Figure 1. Signal wires on met1.
Scale bar: 50 um. Supply wires on this layer in gray.
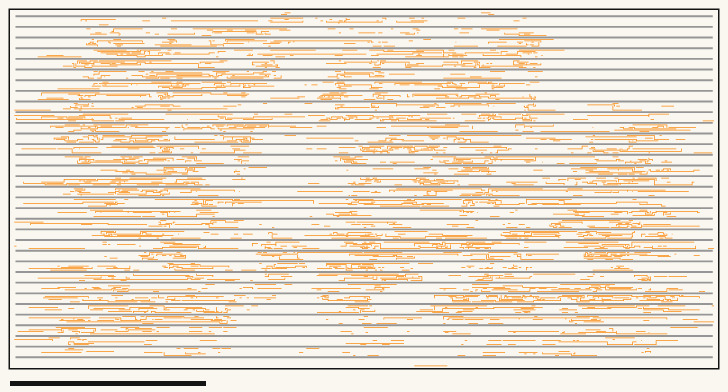
Figure 2. Met2 routing.
Scale bar: 50 um.
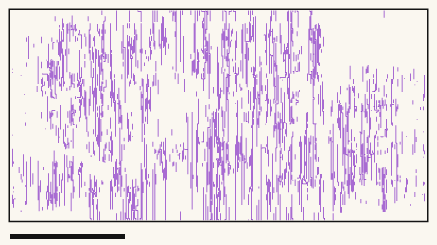
Figure 3. Signal wires on met3.
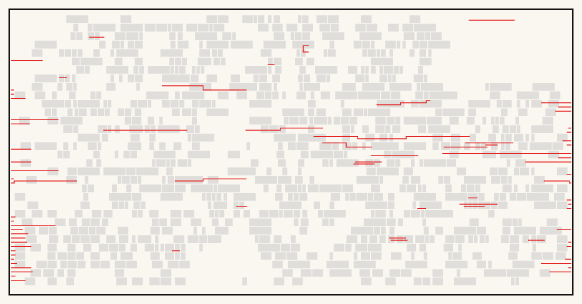
Figure 4. Clock wires, drivers and flops.
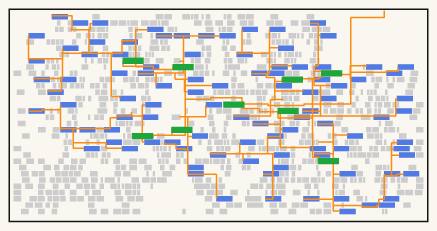
Figure 5. Track usage over the die.
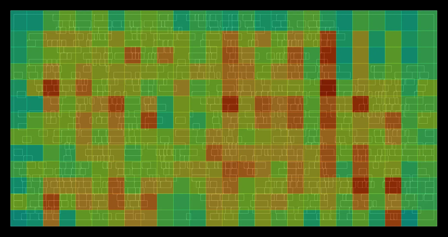
File: config.mk
export PLATFORM = sky130hd
export DESIGN_NAME = pipeline_hazard_controller_flat
export DESIGN_NICKNAME = d
export VERILOG_FILES = /design/src/rtl/pipe_ctrl_pkg.sv /design/src/rtl/pipeline_hazard_controller_if.sv /design/src/rtl/pipe_hazard_detect.sv /design/src/rtl/pipeline_hazard_controller.sv /design/src/flat_wrapper.sv
export SDC_FILE = /design/constraint.sdc
export NUM_CORES = 1
export LEC_CHECK = 0
export CORE_ASPECT_RATIO = 0.5
export CORE_UTILIZATION = 35
export DETAILED_ROUTE_END_ITERATION = 8
export GPL_TIMING_DRIVEN = 1
export PLACE_DENSITY = 0.58
export SYNTH_ARGS = -nofsm -noshare
export SYNTH_HDL_FRONTEND = slang
export SYNTH_HIERARCHICAL = 1
export SYNTH_SLANG_ARGS = --single-unit
export TNS_END_PERCENT = 50
File: constraint.sdc
create_clock -name clk -period 4 [get_ports clk]
set_input_delay 0.4 -clock clk [delete_from_list [all_inputs] [get_ports clk]]
set_output_delay 0.4 -clock clk [all_outputs]
set_load 0.1 [all_outputs]
File: src/rtl/pipe_ctrl_pkg.sv
// Shared types and constants for the pipeline hazard controller.
// State encoding, forward-select codes and register-match helpers.
package pipe_ctrl_pkg;

    localparam int unsigned REG_ADDR_W = 5;

    typedef enum logic [0:0] {
        StRun   = 1'b0,
        StStall = 1'b1
    } state_e;

    typedef logic [1:0] fwd_sel_t;

    localparam fwd_sel_t FWD_REG = 2'b00;
    localparam fwd_sel_t FWD_MEM = 2'b01;
    localparam fwd_sel_t FWD_WB  = 2'b10;

    // x0 is hardwired to zero, so it never produces a dependency.
    function automatic logic reg_match(input logic [REG_ADDR_W-1:0] rd,
                                       input logic                  we,
                                       input logic [REG_ADDR_W-1:0] rs);
        return we && (rd != '0) && (rd == rs);
    endfunction

    function automatic logic id_match(input logic [REG_ADDR_W-1:0] rd,
                                      input logic                  we,
                                      input logic [REG_ADDR_W-1:0] rs1,
                                      input logic                  use1,
                                      input logic [REG_ADDR_W-1:0] rs2,
                                      input logic                  use2);
        return (use1 && reg_match(rd, we, rs1)) || (use2 && reg_match(rd, we, rs2));
    endfunction

endpackage

File: src/rtl/pipeline_hazard_controller_if.sv
// Pipeline-side signal bundle of the hazard controller: register fields in,
// stage enables/flushes and EX operand forward selects out.
interface pipeline_hazard_controller_if;
    import pipe_ctrl_pkg::*;

    logic [REG_ADDR_W-1:0] id_rs1;
    logic [REG_ADDR_W-1:0] id_rs2;
    logic                  id_use_rs1;
    logic                  id_use_rs2;
    logic [REG_ADDR_W-1:0] ex_rs1;
    logic [REG_ADDR_W-1:0] ex_rs2;
    logic [REG_ADDR_W-1:0] ex_rd;
    logic                  ex_reg_write;
    logic                  ex_mem_read;
    logic [REG_ADDR_W-1:0] mem_rd;
    logic                  mem_reg_write;
    logic [REG_ADDR_W-1:0] wb_rd;
    logic                  wb_reg_write;
    logic                  branch_taken;

    logic                  pc_enable;
    logic                  if_id_enable;
    logic                  if_id_flush;
    logic                  id_ex_flush;
    logic                  ex_mem_flush;
    fwd_sel_t              fwd_a;
    fwd_sel_t              fwd_b;

    modport master (
        output id_rs1, id_rs2, id_use_rs1, id_use_rs2, ex_rs1, ex_rs2, ex_rd,
               ex_reg_write, ex_mem_read, mem_rd, mem_reg_write, wb_rd, wb_reg_write,
               branch_taken,
        input  pc_enable, if_id_enable, if_id_flush, id_ex_flush, ex_mem_flush, fwd_a, fwd_b
    );

    modport slave (
        input  id_rs1, id_rs2, id_use_rs1, id_use_rs2, ex_rs1, ex_rs2, ex_rd,
               ex_reg_write, ex_mem_read, mem_rd, mem_reg_write, wb_rd, wb_reg_write,
               branch_taken,
        output pc_enable, if_id_enable, if_id_flush, id_ex_flush, ex_mem_flush, fwd_a, fwd_b
    );

endinterface

File: src/rtl/pipe_hazard_detect.sv
// Combinational RAW hazard detection: required stall cycles and EX forward selects.
// PIPE_FORWARDING_EN enables forwarding, leaving only the load-use stall.
module pipe_hazard_detect
    import pipe_ctrl_pkg::*;
#(
    parameter int unsigned STALL_CNT_W = 2
) (
    input  logic [REG_ADDR_W-1:0]  id_rs1_i,
    input  logic [REG_ADDR_W-1:0]  id_rs2_i,
    input  logic                   id_use_rs1_i,
    input  logic                   id_use_rs2_i,
    input  logic [REG_ADDR_W-1:0]  ex_rs1_i,
    input  logic [REG_ADDR_W-1:0]  ex_rs2_i,
    input  logic [REG_ADDR_W-1:0]  ex_rd_i,
    input  logic                   ex_reg_write_i,
    input  logic                   ex_mem_read_i,
    input  logic [REG_ADDR_W-1:0]  mem_rd_i,
    input  logic                   mem_reg_write_i,
    input  logic [REG_ADDR_W-1:0]  wb_rd_i,
    input  logic                   wb_reg_write_i,
    output logic [STALL_CNT_W-1:0] stall_n_o,
    output fwd_sel_t               fwd_a_o,
    output fwd_sel_t               fwd_b_o
);

    logic ex_hit;
    assign ex_hit = id_match(ex_rd_i, ex_reg_write_i, id_rs1_i, id_use_rs1_i,
                             id_rs2_i, id_use_rs2_i);

`ifdef PIPE_FORWARDING_EN
    // The younger EX/MEM result wins over MEM/WB when both write the same register.
    always_comb begin
        fwd_a_o = FWD_REG;
        fwd_b_o = FWD_REG;
        if (reg_match(mem_rd_i, mem_reg_write_i, ex_rs1_i)) begin
            fwd_a_o = FWD_MEM;
        end else if (reg_match(wb_rd_i, wb_reg_write_i, ex_rs1_i)) begin
            fwd_a_o = FWD_WB;
        end
        if (reg_match(mem_rd_i, mem_reg_write_i, ex_rs2_i)) begin
            fwd_b_o = FWD_MEM;
        end else if (reg_match(wb_rd_i, wb_reg_write_i, ex_rs2_i)) begin
            fwd_b_o = FWD_WB;
        end
        stall_n_o = (ex_mem_read_i && ex_hit) ? STALL_CNT_W'(1) : '0;
    end
`else
    logic mem_hit;
    logic wb_hit;
    logic unused_fwd_inputs;

    assign mem_hit = id_match(mem_rd_i, mem_reg_write_i, id_rs1_i, id_use_rs1_i,
                              id_rs2_i, id_use_rs2_i);
    assign wb_hit  = id_match(wb_rd_i, wb_reg_write_i, id_rs1_i, id_use_rs1_i,
                              id_rs2_i, id_use_rs2_i);
    assign unused_fwd_inputs = ^{ex_rs1_i, ex_rs2_i, ex_mem_read_i};

    assign fwd_a_o = FWD_REG;
    assign fwd_b_o = FWD_REG;

    // Register file is not write-through, so a WB producer still costs a cycle.
    always_comb begin
        stall_n_o = '0;
        if (ex_hit) begin
            stall_n_o = STALL_CNT_W'(3);
        end else if (mem_hit) begin
            stall_n_o = STALL_CNT_W'(2);
        end else if (wb_hit) begin
            stall_n_o = STALL_CNT_W'(1);
        end
    end
`endif

endmodule

File: src/rtl/pipeline_hazard_controller.sv
// Five-stage pipeline sequencing: stall FSM, stage enable/flush decode, perf counters.
// Build option PIPE_FORWARDING_EN selects forwarding instead of full RAW stalls.
module pipeline_hazard_controller
    import pipe_ctrl_pkg::*;
#(
    parameter int unsigned CNT_WIDTH   = 32,
    parameter int unsigned STALL_CNT_W = 2
) (
    input  logic                           clk,
    input  logic                           reset,
    pipeline_hazard_controller_if.slave    pif,
    output logic [CNT_WIDTH-1:0]           stall_count_o,
    output logic [CNT_WIDTH-1:0]           flush_count_o,
    output logic [CNT_WIDTH-1:0]           cycle_count_o
);

    state_e                 state_q, state_d;
    logic [STALL_CNT_W-1:0] cnt_q, cnt_d;
    logic [STALL_CNT_W-1:0] stall_n;
    fwd_sel_t               fwd_a, fwd_b;
    logic                   stall, stall_act, flush_act;
    logic [CNT_WIDTH-1:0]   stall_cnt_q, stall_cnt_d;
    logic [CNT_WIDTH-1:0]   flush_cnt_q, flush_cnt_d;
    logic [CNT_WIDTH-1:0]   cycle_cnt_q, cycle_cnt_d;

    function automatic logic [CNT_WIDTH-1:0] sat_inc(input logic [CNT_WIDTH-1:0] v);
        return (&v) ? v : v + CNT_WIDTH'(1);
    endfunction

    pipe_hazard_detect #(
        .STALL_CNT_W (STALL_CNT_W)
    ) u_detect (
        .id_rs1_i        (pif.id_rs1),
        .id_rs2_i        (pif.id_rs2),
        .id_use_rs1_i    (pif.id_use_rs1),
        .id_use_rs2_i    (pif.id_use_rs2),
        .ex_rs1_i        (pif.ex_rs1),
        .ex_rs2_i        (pif.ex_rs2),
        .ex_rd_i         (pif.ex_rd),
        .ex_reg_write_i  (pif.ex_reg_write),
        .ex_mem_read_i   (pif.ex_mem_read),
        .mem_rd_i        (pif.mem_rd),
        .mem_reg_write_i (pif.mem_reg_write),
        .wb_rd_i         (pif.wb_rd),
        .wb_reg_write_i  (pif.wb_reg_write),
        .stall_n_o       (stall_n),
        .fwd_a_o         (fwd_a),
        .fwd_b_o         (fwd_b)
    );

    // A taken branch overrides everything and aborts any stall in progress.
    always_comb begin
        state_d = state_q;
        cnt_d   = cnt_q;
        stall   = 1'b0;
        if (pif.branch_taken) begin
            state_d = StRun;
            cnt_d   = '0;
        end else begin
            unique case (state_q)
                StRun: begin
                    if (stall_n != '0) begin
                        stall   = 1'b1;
                        cnt_d   = stall_n - STALL_CNT_W'(1);
                        state_d = (stall_n > STALL_CNT_W'(1)) ? StStall : StRun;
                    end
                end
                StStall: begin
                    stall = 1'b1;
                    cnt_d = cnt_q - STALL_CNT_W'(1);
                    if (cnt_q == STALL_CNT_W'(1)) begin
                        state_d = StRun;
                    end
                end
                default: begin
                    state_d = StRun;
                    cnt_d   = '0;
                end
            endcase
        end
    end

    // Reset is synchronous; gate decode so outputs read idle while it is held.
    assign stall_act = stall & ~reset;
    assign flush_act = pif.branch_taken & ~reset;

    assign pif.pc_enable    = ~stall_act;
    assign pif.if_id_enable = ~stall_act;
    assign pif.if_id_flush  = flush_act;
    assign pif.id_ex_flush  = stall_act | flush_act;
    assign pif.ex_mem_flush = flush_act;
    assign pif.fwd_a        = reset ? FWD_REG : fwd_a;
    assign pif.fwd_b        = reset ? FWD_REG : fwd_b;

    always_comb begin
        cycle_cnt_d = sat_inc(cycle_cnt_q);
        stall_cnt_d = stall_act ? sat_inc(stall_cnt_q) : stall_cnt_q;
        flush_cnt_d = flush_act ? sat_inc(flush_cnt_q) : flush_cnt_q;
    end

    always_ff @(posedge clk) begin
        if (reset) begin
            state_q     <= StRun;
            cnt_q       <= '0;
            stall_cnt_q <= '0;
            flush_cnt_q <= '0;
            cycle_cnt_q <= '0;
        end else begin
            state_q     <= state_d;
            cnt_q       <= cnt_d;
            stall_cnt_q <= stall_cnt_d;
            flush_cnt_q <= flush_cnt_d;
            cycle_cnt_q <= cycle_cnt_d;
        end
    end

    assign stall_count_o = stall_cnt_q;
    assign flush_count_o = flush_cnt_q;
    assign cycle_count_o = cycle_cnt_q;

endmodule

File: src/flat_wrapper.sv
// flat-port wrapper written by rule: the top's interface ports become plain ports
module pipeline_hazard_controller_flat import pipe_ctrl_pkg::*;
#(
    parameter int unsigned CNT_WIDTH   = 32,
    parameter int unsigned STALL_CNT_W = 2
)
  (clk, reset, stall_count_o, flush_count_o, cycle_count_o, pif_id_rs1, pif_id_rs2, pif_id_use_rs1, pif_id_use_rs2, pif_ex_rs1, pif_ex_rs2, pif_ex_rd, pif_ex_reg_write, pif_ex_mem_read, pif_mem_rd, pif_mem_reg_write, pif_wb_rd, pif_wb_reg_write, pif_branch_taken, pif_pc_enable, pif_if_id_enable, pif_if_id_flush, pif_id_ex_flush, pif_ex_mem_flush, pif_fwd_a, pif_fwd_b);
  pipeline_hazard_controller_if pif_i ();
  input  logic clk;
  input  logic reset;
  output logic [CNT_WIDTH-1:0] stall_count_o;
  output logic [CNT_WIDTH-1:0] flush_count_o;
  output logic [CNT_WIDTH-1:0] cycle_count_o;
  input wire logic [$bits(pif_i.id_rs1)-1:0] pif_id_rs1;
  input wire logic [$bits(pif_i.id_rs2)-1:0] pif_id_rs2;
  input wire logic [$bits(pif_i.id_use_rs1)-1:0] pif_id_use_rs1;
  input wire logic [$bits(pif_i.id_use_rs2)-1:0] pif_id_use_rs2;
  input wire logic [$bits(pif_i.ex_rs1)-1:0] pif_ex_rs1;
  input wire logic [$bits(pif_i.ex_rs2)-1:0] pif_ex_rs2;
  input wire logic [$bits(pif_i.ex_rd)-1:0] pif_ex_rd;
  input wire logic [$bits(pif_i.ex_reg_write)-1:0] pif_ex_reg_write;
  input wire logic [$bits(pif_i.ex_mem_read)-1:0] pif_ex_mem_read;
  input wire logic [$bits(pif_i.mem_rd)-1:0] pif_mem_rd;
  input wire logic [$bits(pif_i.mem_reg_write)-1:0] pif_mem_reg_write;
  input wire logic [$bits(pif_i.wb_rd)-1:0] pif_wb_rd;
  input wire logic [$bits(pif_i.wb_reg_write)-1:0] pif_wb_reg_write;
  input wire logic [$bits(pif_i.branch_taken)-1:0] pif_branch_taken;
  output wire logic [$bits(pif_i.pc_enable)-1:0] pif_pc_enable;
  output wire logic [$bits(pif_i.if_id_enable)-1:0] pif_if_id_enable;
  output wire logic [$bits(pif_i.if_id_flush)-1:0] pif_if_id_flush;
  output wire logic [$bits(pif_i.id_ex_flush)-1:0] pif_id_ex_flush;
  output wire logic [$bits(pif_i.ex_mem_flush)-1:0] pif_ex_mem_flush;
  output wire logic [$bits(pif_i.fwd_a)-1:0] pif_fwd_a;
  output wire logic [$bits(pif_i.fwd_b)-1:0] pif_fwd_b;
  assign pif_i.id_rs1 = pif_id_rs1;
  assign pif_i.id_rs2 = pif_id_rs2;
  assign pif_i.id_use_rs1 = pif_id_use_rs1;
  assign pif_i.id_use_rs2 = pif_id_use_rs2;
  assign pif_i.ex_rs1 = pif_ex_rs1;
  assign pif_i.ex_rs2 = pif_ex_rs2;
  assign pif_i.ex_rd = pif_ex_rd;
  assign pif_i.ex_reg_write = pif_ex_reg_write;
  assign pif_i.ex_mem_read = pif_ex_mem_read;
  assign pif_i.mem_rd = pif_mem_rd;
  assign pif_i.mem_reg_write = pif_mem_reg_write;
  assign pif_i.wb_rd = pif_wb_rd;
  assign pif_i.wb_reg_write = pif_wb_reg_write;
  assign pif_i.branch_taken = pif_branch_taken;
  assign pif_pc_enable = pif_i.pc_enable;
  assign pif_if_id_enable = pif_i.if_id_enable;
  assign pif_if_id_flush = pif_i.if_id_flush;
  assign pif_id_ex_flush = pif_i.id_ex_flush;
  assign pif_ex_mem_flush = pif_i.ex_mem_flush;
  assign pif_fwd_a = pif_i.fwd_a;
  assign pif_fwd_b = pif_i.fwd_b;
  pipeline_hazard_controller #(.CNT_WIDTH(CNT_WIDTH), .STALL_CNT_W(STALL_CNT_W)) u_core (.clk(clk), .reset(reset), .pif(pif_i), .stall_count_o(stall_count_o), .flush_count_o(flush_count_o), .cycle_count_o(cycle_count_o));
endmodule
==> results_slide.txt <==
Flow Results at a Glance

Synth
  – Synth warnings: 6
  – Top cell area share: 35.46%
  – # Cells Yosys: 678
  – Post-synthesis cell type count: 57
  – Post-Syn Area: 5589 um^2
  – Top cells by count: 99 x dfxtp_1, 65 x nor2_1, 46 x a21oi_1, 46 x xnor2_1, 45 x nand2_1
  – Yosys stat area: 5589 um^2
  – Number of enable flip-flop cells: 0
  – Top cells, area: dfxtp_1 35%, xnor2_1 7.2%, nor2_1 4.4%
  – Adders+Majority by Area: under 10%
  – Comb area leader: simple AND/OR/NAND/NOR gates
  – Syn Inst Count: around 680
  – Mux cell area share: around 2.3%
  – Flops after synth: roughly 99
  – AO/OA Area Share: 16.66%
  – Count leader, synth: dfxtp_1
  – Avg Cell Area, Syn: 8.244 um^2
  – Basic Gates by Area: between 20% and 30%
  – Main flop type after synthesis: dfxtp_1
  – Xor+xnor area frac: 10.03%
  – Synth area leader: dfxtp_1

STA
  – Slew Limit Fails: 4
  – Hold_ws: 506.8 ps
  – Slew @ Worst Pin: about 1800 ps
  – RSZ-0062 raised after global routing: no
  – # setup viols final: 0
  – Tcrit/Tclk final: 90.34%
  – Post-route setup TNS: 0 ps
  – Rel. slew slack: -20.69%
  – Max Clk Rate: 276.7 MHz

Run
  – Total tool warning count: 38
  – Max-cap violations: 0

Min path
  – Hold Crit Depth: 2
  – Hold Crit Start: u_core/stall_count_o[21]$_SDFFE_PP0P_
  – Hold endpoint: u_core/stall_count_o[21]$_SDFFE_PP0P_
  – Worst hold path class: register to register

Setup path
  – FF-to-FF End: u_core/stall_count_o[15]$_SDFFE_PP0P_
  – Critical path launch point type: primary input
  – R2R setup slack: between 1000 and 1500 ps
  – CP Buf/Inv Count: 4
  – Critical path class: primary input to register
  – Setup crit end: u_core/stall_count_o[29]$_SDFFE_PP0P_
  – Top Family by Delay on Critical Path: simple AND/OR/NAND/NOR gates
  – CP max FO: 3
  – Reg2reg start: u_core/stall_count_o[27]$_SDFFE_PP0P_
  – Critical path arrival: between 3000 and 4000 ps
  – Cell count along the critical path: 15
  – Slowest-stage cell, CP: or4_4
  – Crit-path cells: clkdlybuf4s50_1 -> xor2_1 -> nor4_1 -> buf_4 -> nand3_1 -> a21oi_1 -> a21bo_1 -> inv_1 -> ha_1 -> nor2b_1 -> nor2_4 -> inv_2 -> or4_4 -> a2111oi_0 -> mux2_2
  – Largest stage delay, worst path: 530 ps
  – Crit path capture type: register
  – Required time of the critical path: 4230 ps
  – Worst Setup SP: pif_wb_rd[3]

Power
  – Clock Power Share: just over 40%
  – Pint: roughly 0.0015 W
  – Top power group: sequential cells
  – Sw Pwr: 0.0005553 W
  – Combinational cell power: 0.000224 W
  – LEAKAGE: 2.360 nW
  – Flop pwr share: a little under half
  – PnR Total Power: 0.002080 W
  – Sw Ratio: 26.70%
  – Max VDD drop: 0.2194 mV

Layout
  – Clock network area share: 3.821%
  – Final cell count without fillers: 1,027
  – Nonclk buf count: roughly 160
  – Combinational fraction of the cell area: 44.65%
  – Top cell category: combinational gates
  – Ant. Diodes: 0
  – Reg area: 1982 um^2
  – Final net count: 868
  – # clk buffers: 11
  – Multi-input gate count: 525
  – Seq/total area: 26.31%
  – FILL cells: 1,510
  – Fraction of layout cells with a size suffix above 1: under 10%
  – Logic inverters: 22
  – NonClk Buf Share: 20.73%
  – Gate Area: 3363 um^2
  – Top cells excl fill/tap: 127 x clkdlybuf4s50_1, 99 x dfxtp_1, 65 x nor2_1
  – Commonest non-fill, non-tap cell in the layout: clkdlybuf4s50_1

Clock tree
  – Post-CTS setup buffers: 0
  – Max clock buf depth: 2
  – Worst-Skew Late Latency: 350 ps
  – # hold bufs at CTS: 0
  – H-tree levels: 3
  – Reg clk slew, reported paths: 70 ps
  – CTS tree: yes
  – TritonCTS Buffers: 9
  – Cts repair resizes: 0
  – Clk Tree Root Cell: clkbuf_16
  – Clock tree sinks: 99

Route
  – Starting DRT DRC Count: 267
  – Drt wl/cell: roughly 15 um
  – DR vias/cell: 5.333
  – Final antenna-violating net count: 0
  – DR pass1 iterations: 4
  – Remaining DRCs: 0

Floorplanning
  – Fp util: a little over a third
  – Total die size: 16,510 um^2
  – Num rows: 32
  – Die H: around 91 um
  – Die width: 180.7 um
  – Core outline area: 15,490 um^2
  – Tap Count: 204

Global routing
  – Initial antenna violation count: 0
  – Vias in the first global route: 5,042
  – Largest net degree at the start of global routing: 65
  – First-pass GRT wire length: 25,300 um
  – Gr ovfl total: 0

Run status
  – Status: finished with violations
  – Violated checks: slew limit

Place
  – Placed cell count: 1,011
  – HPWL Detailed: 11,090 um
  – Port Buffers: 133
  – Routability cong.: approximately 0.78
## Picture notes: Figure 1
The layer holds 50% of the routed length. The longest straight run is 44.2 um. 778 nets have wire on it. The wires run mostly horizontal.
met1 GRT Util: 24.79%
routed via count: 5,477
Detailed Route WL: 15,490 um

## Picture notes: Figure 2
The layer holds 45% of the routed length. The longest straight run is 42.2 um. The wires run mostly vertical. The layer carries 7,040 um of wire.
met2 Track Usage GR: 31.15%

## Picture notes: Figure 3
The wires run mostly horizontal. 68 nets have wire on it. The layer holds 3.9% of the routed length.
M3 GR Usage: 3.650%

## Picture notes: Figure 4
Key: flip-flops = blue [count 99]; clock wires = orange [length 1,390 um]; clock-net drivers = green [count 9]
Position of the flops: spread over the die. There are 10 routed clock nets.
Setup Skew: 13.36 ps
Clock group: 0.000858 W

## Picture notes: Figure 5
GRT Total Usage: 18.60%
Post-Route Utilization: 48.61%

-- kinds of logic after synthesis --
| family | count (synthesis) |
|---|---|
| AND/OR/NAND/NOR | 302 |
| buffers and inverters | 57 |
| AND-OR/OR-AND | 137 |
| XOR/XNOR | 64 |
| adder cells (fa/ha/maj) | 6 |
| multiplexers | 12 |
| flip-flops | 99 |
| other | 1 |
-- through the flow --
step	worst slack (ps)	cell area (um^2)
CTS	370.8	7532
floorplan	458.3	5600
global placement	84.00	7244
detailed placement	6.826	7244
finish	386.5	7532
global route	158.1	7532
-- layer usage --
metal / GRT usage [%] / vias to the layer above / wire length, um
li1: - / 2788 / -
met1: 24.79 / 2580 / 7746
met2: 31.15 / 101 / 7043
met3: 3.650 / 8 / 595
met4: 3.775 / 0 / 99
met5: 0 / - / 0
Power and IR drop assume default switching activity.
